Fig. 1: drive-strength map
(6 px per um)
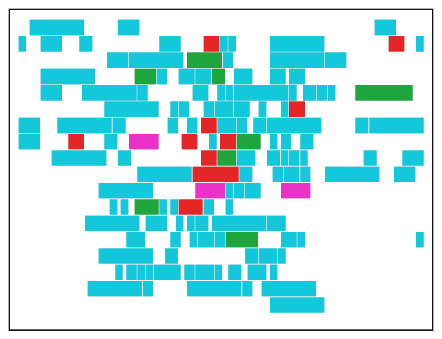
Fig. 2: signal wires on met2
(4 px per um) Cells faint in the background.
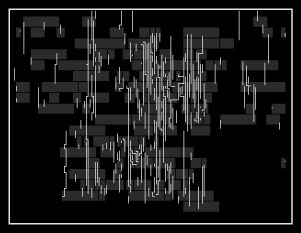
Fig. 3: signal wires on met3
(4 px per um)
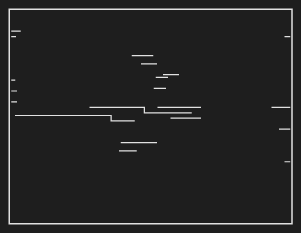
Fig. 4: logic cells by family
(6 px per um)
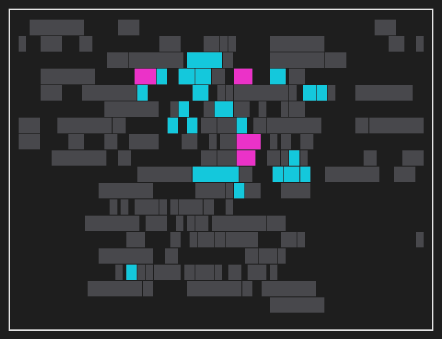
**src/rtl/train_pkg.sv**
```systemverilog
// Shared state encoding, train direction codes and route switch settings
// for the single-segment crossing scheduler.
package train_pkg;

    typedef enum logic [2:0] {
        IDLE,
        CROSS_A,
        CROSS_B,
        CLEAR,
        FAULT
    } state_t;

    localparam logic [1:0] DIR_STOP = 2'b00;
    localparam logic [1:0] DIR_FWD  = 2'b01;

    localparam logic [3:1] ROUTE_A = 3'b000;
    localparam logic [3:1] ROUTE_B = 3'b110;

endpackage

```
**src/rtl/crossing_scheduler_if.sv**
```systemverilog
// Sensor inputs and switch/motor outputs between the track layout and the
// scheduler; master is the layout side, slave is the scheduler.
interface crossing_scheduler_if;

    logic [4:1] SR;
    logic [3:1] SW;
    logic [1:0] DA;
    logic [1:0] DB;
    logic       BUSY;
    logic       FAULT;

    modport master (output SR, input SW, DA, DB, BUSY, FAULT);
    modport slave  (input SR, output SW, DA, DB, BUSY, FAULT);

endinterface

```
**src/rtl/sensor_edge_detect.sv**
```systemverilog
// Registers the sensor levels and flags bits that rose since the last sample,
// so a level held high yields exactly one event.
module sensor_edge_detect #(
    parameter int W = 4
) (
    input  logic         gclk,
    input  logic         grst_n,
    input  logic [W:1]   sr,
    output logic [W:1]   rise
);

    logic [W:1] sr_q;

    always_ff @(posedge gclk or negedge grst_n) begin
        if (!grst_n) sr_q <= '0;
        else         sr_q <= sr;
    end

    assign rise = sr & ~sr_q;

endmodule

```
**src/rtl/crossing_scheduler.sv**
```systemverilog
// Grants the shared crossing to train A or B (round-robin on ties), drives
// switches and train commands, and traps sensor inconsistencies or overstays.
module crossing_scheduler
    import train_pkg::*;
#(
    parameter int CLEAR_CYCLES   = 4,
    parameter int TIMEOUT_CYCLES = 64,
    parameter int CNT_W          = 8
) (
    input  logic                 Clock,
    input  logic                 RESET_N,
    crossing_scheduler_if.slave  bus
);

    localparam logic [CNT_W-1:0] TO_LAST  = CNT_W'(TIMEOUT_CYCLES - 1);
    localparam logic [CNT_W-1:0] CLR_LAST = CNT_W'(CLEAR_CYCLES - 1);

    logic [4:1] rise;
    logic       apr_a, ext_a, apr_b, ext_b;

    state_t           state, st_n;
    logic             pend_a, pend_b, pa_n, pb_n;
    logic             last_b, lb_n;
    logic [CNT_W-1:0] cnt, cnt_n, cnt_inc;

    logic [3:1] sw_q, sw_n;
    logic [1:0] da_q, db_q, da_n, db_n;
    logic       busy_q, fault_q, busy_n, fault_n;

    sensor_edge_detect #(.W(4)) u_edge (
        .gclk   (Clock),
        .grst_n (RESET_N),
        .sr     (bus.SR),
        .rise   (rise)
    );

    assign apr_a = rise[1];
    assign ext_a = rise[2];
    assign apr_b = rise[3];
    assign ext_b = rise[4];

    assign cnt_inc = (cnt == '1) ? cnt : cnt + 1'b1;

    always_comb begin
        st_n  = state;
        pa_n  = pend_a;
        pb_n  = pend_b;
        lb_n  = last_b;
        cnt_n = cnt_inc;

        // A request from the train already holding the segment is redundant.
        if (state != FAULT) begin
            if (apr_a && state != CROSS_A) pa_n = 1'b1;
            if (apr_b && state != CROSS_B) pb_n = 1'b1;
        end

        case (state)
            IDLE: begin
                cnt_n = '0;
                if (ext_a || ext_b)                     st_n = FAULT;
                else if (pend_a && (!pend_b || last_b)) st_n = CROSS_A;
                else if (pend_b)                        st_n = CROSS_B;
            end
            CROSS_A: begin
                if (ext_b) st_n = FAULT;
                else if (ext_a) begin
                    st_n  = CLEAR;
                    cnt_n = '0;
                    pa_n  = apr_a;  // back-to-back approach queues the next round
                    lb_n  = 1'b0;
                end
                else if (cnt == TO_LAST) st_n = FAULT;
            end
            CROSS_B: begin
                if (ext_a) st_n = FAULT;
                else if (ext_b) begin
                    st_n  = CLEAR;
                    cnt_n = '0;
                    pb_n  = apr_b;
                    lb_n  = 1'b1;
                end
                else if (cnt == TO_LAST) st_n = FAULT;
            end
            CLEAR: begin
                if (ext_a || ext_b) st_n = FAULT;
                else if (cnt == CLR_LAST) begin
                    st_n  = IDLE;
                    cnt_n = '0;
                end
            end
            FAULT:   cnt_n = cnt;
            default: st_n  = FAULT;
        endcase
    end

    // Outputs are registered from next-state values so they move with the state.
    always_comb begin
        sw_n = sw_q;
        if (st_n == CROSS_A) sw_n = ROUTE_A;
        if (st_n == CROSS_B) sw_n = ROUTE_B;
        da_n    = (st_n == FAULT || (pa_n && st_n != CROSS_A)) ? DIR_STOP : DIR_FWD;
        db_n    = (st_n == FAULT || (pb_n && st_n != CROSS_B)) ? DIR_STOP : DIR_FWD;
        busy_n  = (st_n == CROSS_A) || (st_n == CROSS_B) || (st_n == CLEAR);
        fault_n = (st_n == FAULT);
    end

    always_ff @(posedge Clock or negedge RESET_N) begin
        if (!RESET_N) begin
            state   <= IDLE;
            pend_a  <= 1'b0;
            pend_b  <= 1'b0;
            last_b  <= 1'b1;
            cnt     <= '0;
            sw_q    <= ROUTE_A;
            da_q    <= DIR_STOP;
            db_q    <= DIR_STOP;
            busy_q  <= 1'b0;
            fault_q <= 1'b0;
        end else begin
            state   <= st_n;
            pend_a  <= pa_n;
            pend_b  <= pb_n;
            last_b  <= lb_n;
            cnt     <= cnt_n;
            sw_q    <= sw_n;
            da_q    <= da_n;
            db_q    <= db_n;
            busy_q  <= busy_n;
            fault_q <= fault_n;
        end
    end

    assign bus.SW    = sw_q;
    assign bus.DA    = da_q;
    assign bus.DB    = db_q;
    assign bus.BUSY  = busy_q;
    assign bus.FAULT = fault_q;

endmodule

```
**src/flat_wrapper.sv**
```systemverilog
// flat-port wrapper written by rule: the top's interface ports become plain ports
module crossing_scheduler_flat import train_pkg::*;
#(
    parameter int CLEAR_CYCLES   = 4,
    parameter int TIMEOUT_CYCLES = 64,
    parameter int CNT_W          = 8
)
  (Clock, RESET_N, bus_SR, bus_SW, bus_DA, bus_DB, bus_BUSY, bus_FAULT);
  crossing_scheduler_if bus_i ();
  input  logic Clock;
  input  logic RESET_N;
  input wire logic [$bits(bus_i.SR)-1:0] bus_SR;
  output wire logic [$bits(bus_i.SW)-1:0] bus_SW;
  output wire logic [$bits(bus_i.DA)-1:0] bus_DA;
  output wire logic [$bits(bus_i.DB)-1:0] bus_DB;
  output wire logic [$bits(bus_i.BUSY)-1:0] bus_BUSY;
  output wire logic [$bits(bus_i.FAULT)-1:0] bus_FAULT;
  assign bus_i.SR = bus_SR;
  assign bus_SW = bus_i.SW;
  assign bus_DA = bus_i.DA;
  assign bus_DB = bus_i.DB;
  assign bus_BUSY = bus_i.BUSY;
  assign bus_FAULT = bus_i.FAULT;
  crossing_scheduler #(.CLEAR_CYCLES(CLEAR_CYCLES), .TIMEOUT_CYCLES(TIMEOUT_CYCLES), .CNT_W(CNT_W)) u_core (.Clock(Clock), .RESET_N(RESET_N), .bus(bus_i));
endmodule
```
**config.mk**
```make
export PLATFORM = sky130hd
export DESIGN_NAME = crossing_scheduler_flat
export DESIGN_NICKNAME = d
export VERILOG_FILES = /design/src/rtl/train_pkg.sv /design/src/rtl/crossing_scheduler_if.sv /design/src/rtl/sensor_edge_detect.sv /design/src/rtl/crossing_scheduler.sv /design/src/flat_wrapper.sv
export SDC_FILE = /design/constraint.sdc
export NUM_CORES = 1
export LEC_CHECK = 0
export CAP_MARGIN = 20
export CORE_ASPECT_RATIO = 0.75
export CORE_MARGIN = 1
export CORE_UTILIZATION = 35
export CTS_BUF_LIST = sky130_fd_sc_hd__clkbuf_8
export DETAILED_ROUTE_END_ITERATION = 10
export GPL_TIMING_DRIVEN = 1
export PLACE_DENSITY = 0.52
export REMOVE_ABC_BUFFERS = 1
export SYNTH_ARGS = -nofsm -noshare
export SYNTH_HDL_FRONTEND = slang
export SYNTH_SLANG_ARGS = --single-unit
```
**constraint.sdc**
```tcl
create_clock -name Clock -period 2.2 [get_ports Clock]
set_input_delay 0.44 -clock Clock [delete_from_list [all_inputs] [get_ports Clock]]
set_output_delay 0.44 -clock Clock [all_outputs]
set_load 0.05 [all_outputs]
```
==> changes_impl.md <==
## Flow update

- Via Count: 938
- Psw: 0.207 mW
- R2r setup slk: 160 ps
- Top cells, area: dfrtp_1 (45%), nor2_1 (5.5%), buf_4 (3.1%)
- CP Depth: 5
- # Cells Yosys: 127
- CP required: 2340 ps
- Post-Place Setup Slack: 63.4 ps
- Status: finished clean
- Number of diodes: 0
- CTS Hold Buffers Added: 0
- CTS max path bufs: 2
- Post-CTS Resized: 0
- Share of cells above drive strength 1: 14.7%
- Well-Tap Cells: 40
- Critical path class: reg -> reg
- Final cycle utilization of the critical path: 92.8%
- Clock buffer count: 3
- Num CTS Buffers: 3
- Synthesis-to-layout area growth: 18.0%
- Max-Cap Viols: 0
Notes on Fig. 1 above:
- cyan: drive 1 or less (cells 122; share 85%)
- red: drive 3 to 4 (cells 10; share 7.0%)
- magenta: drive 6 and up (cells 3; share 2.1%)
- green: drive 2 (cells 8; share 5.6%)

Notes on Fig. 2 above:
- nets with wire on the layer: 115
- share of all routed wire: 39%

Notes on Fig. 3 above:
- main direction: horizontal
- wire length on this layer: 122 um
- share of all routed wire: 5.0%
- longest straight run: 23.9 um

Notes on Fig. 4 above:
- cyan: inverting AOI/OAI gates (cells 21)
- magenta: AND-OR and OR-AND gates (cells 4)

No activity file was given, so power comes from the tool's default toggle rates.
